**Cell outlines without signal wires**

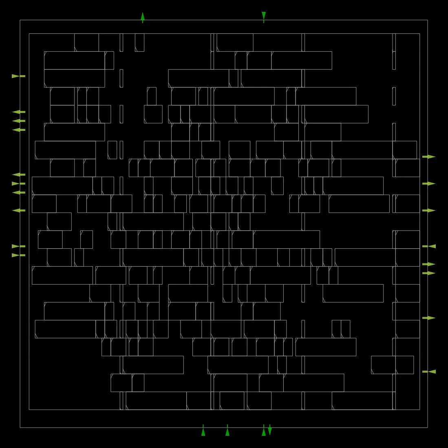
**Placement by cell class**

Scale: 4 px per um.
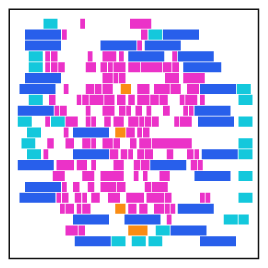
**I/O nets highlighted**

Scale: 8 px per um.
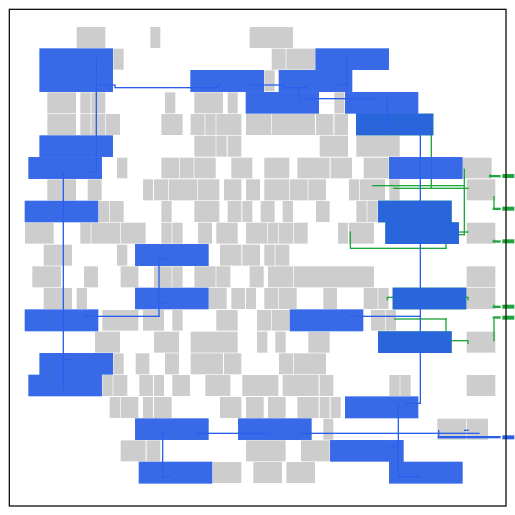
`config.mk`:
```
export PLATFORM = sky130hd
export DESIGN_NAME = mux_sel_sequencer
export DESIGN_NICKNAME = d
export VERILOG_FILES = /design/src/rtl/mux_sel_pkg.sv /design/src/rtl/mux_sel_enc.sv /design/src/rtl/mux_sel_sequencer.sv
export SDC_FILE = /design/constraint.sdc
export NUM_CORES = 1
export LEC_CHECK = 0
export CAP_MARGIN = 20
export CORE_UTILIZATION = 45
export DETAILED_ROUTE_END_ITERATION = 10
export GPL_ROUTABILITY_DRIVEN = 0
export PLACE_DENSITY = 0.69
export SLEW_MARGIN = 10
export SYNTH_ARGS = -nofsm -noshare
export SYNTH_HDL_FRONTEND = slang
export SYNTH_SLANG_ARGS = --single-unit
```
`constraint.sdc`:
```
create_clock -name clk -period 5.31 [get_ports clk]
set_clock_uncertainty 0.2 [all_clocks]
set_input_delay 0.7965 -clock clk [delete_from_list [all_inputs] [get_ports clk]]
set_output_delay 0.7965 -clock clk [all_outputs]
set_load 0.005 [all_outputs]
```
`src/rtl/mux_sel_pkg.sv`:
```
`default_nettype none
//==============================================================================
// Package : mux_sel_pkg
// Shared widths, select-word type, canonical encodings and FSM states.
// Rev     : 1.0
//==============================================================================
package mux_sel_pkg;

    localparam int NUM_SRC = 6;
    localparam int IDX_W   = 3;
    localparam int C_W     = 5;

    typedef struct packed {
        logic           ctrl_late;
        logic [C_W-1:0] c;
    } sel_word_t;

    localparam sel_word_t c_sel_idx0      = '{ctrl_late: 1'b0, c: 5'b00001};
    localparam sel_word_t c_sel_idx1      = '{ctrl_late: 1'b0, c: 5'b00000};
    localparam sel_word_t c_sel_idx2      = '{ctrl_late: 1'b0, c: 5'b00110};
    localparam sel_word_t c_sel_idx3      = '{ctrl_late: 1'b0, c: 5'b01010};
    localparam sel_word_t c_sel_idx4      = '{ctrl_late: 1'b0, c: 5'b00010};
    localparam sel_word_t c_sel_idx4_late = '{ctrl_late: 1'b1, c: 5'b01010};
    localparam sel_word_t c_sel_idx5      = '{ctrl_late: 1'b0, c: 5'b10010};
    localparam sel_word_t c_sel_idle      = c_sel_idx0;

    typedef enum logic [1:0] {
        ST_IDLE = 2'd0,
        ST_WAIT = 2'd1,
        ST_DONE = 2'd2
    } state_t;

    // Index of the lowest set bit; 0 for an empty mask.
    function automatic logic [IDX_W-1:0] lowest_set(input logic [NUM_SRC-1:0] m);
        lowest_set = '0;
        for (int i = NUM_SRC - 1; i >= 0; i--) begin
            if (m[i]) lowest_set = IDX_W'(i);
        end
    endfunction

    function automatic logic [NUM_SRC-1:0] idx_onehot(input logic [IDX_W-1:0] idx);
        idx_onehot = '0;
        for (int i = 0; i < NUM_SRC; i++) begin
            if (IDX_W'(i) == idx) idx_onehot[i] = 1'b1;
        end
    endfunction

endpackage
`default_nettype wire

```
`src/rtl/mux_sel_enc.sv`:
```
`default_nettype none
//==============================================================================
// Module : mux_sel_enc
// Source index to priority-correct {ctrl_late, C} select word.
// Rev    : 1.0
//==============================================================================
module mux_sel_enc
    import mux_sel_pkg::*;
#(
    parameter int USE_LATE = 0
) (
    input  logic [IDX_W-1:0] idx,
    output sel_word_t        word
);

    always_comb begin
        word = c_sel_idle;
        case (idx)
            3'd0:    word = c_sel_idx0;
            3'd1:    word = c_sel_idx1;
            3'd2:    word = c_sel_idx2;
            3'd3:    word = c_sel_idx3;
            3'd4:    word = (USE_LATE != 0) ? c_sel_idx4_late : c_sel_idx4;
            3'd5:    word = c_sel_idx5;
            default: word = c_sel_idle;
        endcase
    end

endmodule
`default_nettype wire

```
`src/rtl/mux_sel_sequencer.sv`:
```
`default_nettype none
//==============================================================================
// Module : mux_sel_sequencer
// Walks enabled mux sources in ascending order, settles, samples Z into result.
// Rev    : 1.0
//==============================================================================
module mux_sel_sequencer
    import mux_sel_pkg::*;
#(
    parameter int SETTLE_CYCLES = 1,
    parameter int USE_LATE      = 0
) (
    input  logic               clk,
    input  logic               rst_n,
    input  logic               start,
    input  logic [NUM_SRC-1:0] src_mask,
    input  logic               z_in,
    output logic [C_W-1:0]     c_out,
    output logic               ctrl_late,
    output logic               busy,
    output logic               done,
    output logic [NUM_SRC-1:0] result
);

    localparam logic [3:0] c_cnt_reload = 4'(SETTLE_CYCLES - 1);

    state_t             r_state, w_state_nxt;
    logic [3:0]         r_cnt, w_cnt_nxt;
    logic [NUM_SRC-1:0] r_mask, w_mask_nxt;
    logic [IDX_W-1:0]   r_idx, w_idx_nxt;
    sel_word_t          r_sel, w_sel_nxt;
    logic               r_busy, w_busy_nxt;
    logic               r_done, w_done_nxt;
    logic [NUM_SRC-1:0] r_result, w_result_nxt;

    logic [NUM_SRC-1:0] w_mask_cleared;
    logic [NUM_SRC-1:0] w_scan_mask;
    logic [IDX_W-1:0]   w_enc_idx;
    sel_word_t          w_enc_word;

    // One encoder serves both the first index (from src_mask) and every later one.
    assign w_mask_cleared = r_mask & ~idx_onehot(r_idx);
    assign w_scan_mask    = (r_state == ST_IDLE) ? src_mask : w_mask_cleared;
    assign w_enc_idx      = lowest_set(w_scan_mask);

    mux_sel_enc #(
        .USE_LATE (USE_LATE)
    ) u_enc (
        .idx  (w_enc_idx),
        .word (w_enc_word)
    );

    always_ff @(posedge clk or negedge rst_n) begin
        if (!rst_n) begin
            r_state  <= ST_IDLE;
            r_cnt    <= '0;
            r_mask   <= '0;
            r_idx    <= '0;
            r_sel    <= c_sel_idle;
            r_busy   <= 1'b0;
            r_done   <= 1'b0;
            r_result <= '0;
        end else begin
            r_state  <= w_state_nxt;
            r_cnt    <= w_cnt_nxt;
            r_mask   <= w_mask_nxt;
            r_idx    <= w_idx_nxt;
            r_sel    <= w_sel_nxt;
            r_busy   <= w_busy_nxt;
            r_done   <= w_done_nxt;
            r_result <= w_result_nxt;
        end
    end

    always_comb begin
        w_state_nxt  = r_state;
        w_cnt_nxt    = r_cnt;
        w_mask_nxt   = r_mask;
        w_idx_nxt    = r_idx;
        w_sel_nxt    = r_sel;
        w_busy_nxt   = r_busy;
        w_done_nxt   = 1'b0;
        w_result_nxt = r_result;

        case (r_state)
            ST_IDLE: begin
                // r_done blocks a start that lands in the done cycle.
                if (start && !r_done) begin
                    w_result_nxt = '0;
                    if (src_mask != '0) begin
                        w_mask_nxt  = src_mask;
                        w_idx_nxt   = w_enc_idx;
                        w_sel_nxt   = w_enc_word;
                        w_cnt_nxt   = c_cnt_reload;
                        w_busy_nxt  = 1'b1;
                        w_state_nxt = ST_WAIT;
                    end else begin
                        w_done_nxt  = 1'b1;
                    end
                end
            end
            ST_WAIT: begin
                if (r_cnt == '0) begin
                    w_result_nxt = r_result | ({NUM_SRC{z_in}} & idx_onehot(r_idx));
                    w_mask_nxt   = w_mask_cleared;
                    if (w_mask_cleared != '0) begin
                        w_idx_nxt = w_enc_idx;
                        w_sel_nxt = w_enc_word;
                        w_cnt_nxt = c_cnt_reload;
                    end else begin
                        w_sel_nxt   = c_sel_idle;
                        w_state_nxt = ST_DONE;
                    end
                end else begin
                    w_cnt_nxt = r_cnt - 4'd1;
                end
            end
            ST_DONE: begin
                w_done_nxt  = 1'b1;
                w_busy_nxt  = 1'b0;
                w_state_nxt = ST_IDLE;
            end
            default: begin
                w_state_nxt = ST_IDLE;
                w_sel_nxt   = c_sel_idle;
                w_busy_nxt  = 1'b0;
            end
        endcase
    end

    assign c_out     = r_sel.c;
    assign ctrl_late = r_sel.ctrl_late;
    assign busy      = r_busy;
    assign done      = r_done;
    assign result    = r_result;

endmodule
`default_nettype wire

```
==> Slide: Implementation Results <==
Physical Implementation Snapshot

Layout
  – Logic Gate Count: 130
  – Biggest Area Class: logic gates
  – Non-CTS inverters: 7
  – Clock tree cell share of total cell area: 1.93%
  – Non-CTS buffers: 23

Synth
  – YS warnings: 0
  – Area reported by Yosys stat: 1620 um2
  – Post-synth EDFFs: 0
  – Synth Flop Type: dfrtp_1
  – Count leader, synth: dfrtp_1
  – Yosys adder share: 0.775%

Die
  – Die area: 3830 um2

Pwr
  – Total Power: 1090 uW
  – Sequential group share of total power: 36.5%
  – Largest power group: combinational cells

Global routing
  – Tot GR Track Use: 22.8%
  – M2 GR Usage: 34.6%

STA
  – Max Slew Vio Count: 0
  – Hold_ws: 277 ps
  – Fmax: 369 MHz

Outcome
  – Outcome: completed

Route
  – Vias: 1,395
  – Met1 Wirelength: 1720 um

Worst setup path
  – Cell Chain, Critical Path: clkdlybuf4s50_1, nor3b_2, o21ai_0, a22o_1
  – Data required, critical path: 5350 ps
  – R2R setup slack: 2600 ps
  – Reg-to-reg endpoint: c_out[4]
  – CP max stage delay: 740 ps
  – Worst reg2reg path depth: 4

Clocking
  – CTS Root Cell: clkbuf_4

Placed design
  – DP HPWL: 2730 um
Back to the opening pictures, 'cell outlines without signal wires':
final core occ: 55.4%
fin cells: 238
row count: 21
fill count: 314

Back to the opening pictures, 'placement by cell class':
- clock drivers and dummy loads: orange (cells 4; share of their area 2.0%)
- flip-flops: blue (cells 28; share of their area 39%)
- all other logic: magenta (cells 137; share of their area 47%)
- other buffers and delay cells: cyan (cells 23; share of their area 13%)
design area: 1880 um2
Core Region: 3390 um2
Seq/total area: 37.4%

Back to the opening pictures, 'I/O nets highlighted':
- c_out: green (bits 5; direction output; end cells 5; buffers 5; wire 90.2 um)
- rst_n: blue (bits 1; direction input; end cells 28; buffers 2; wire 211 um)
IO Count: 24
# port buffers: 22

Power figures rest on the tool's default switching activity, not on a simulated workload.
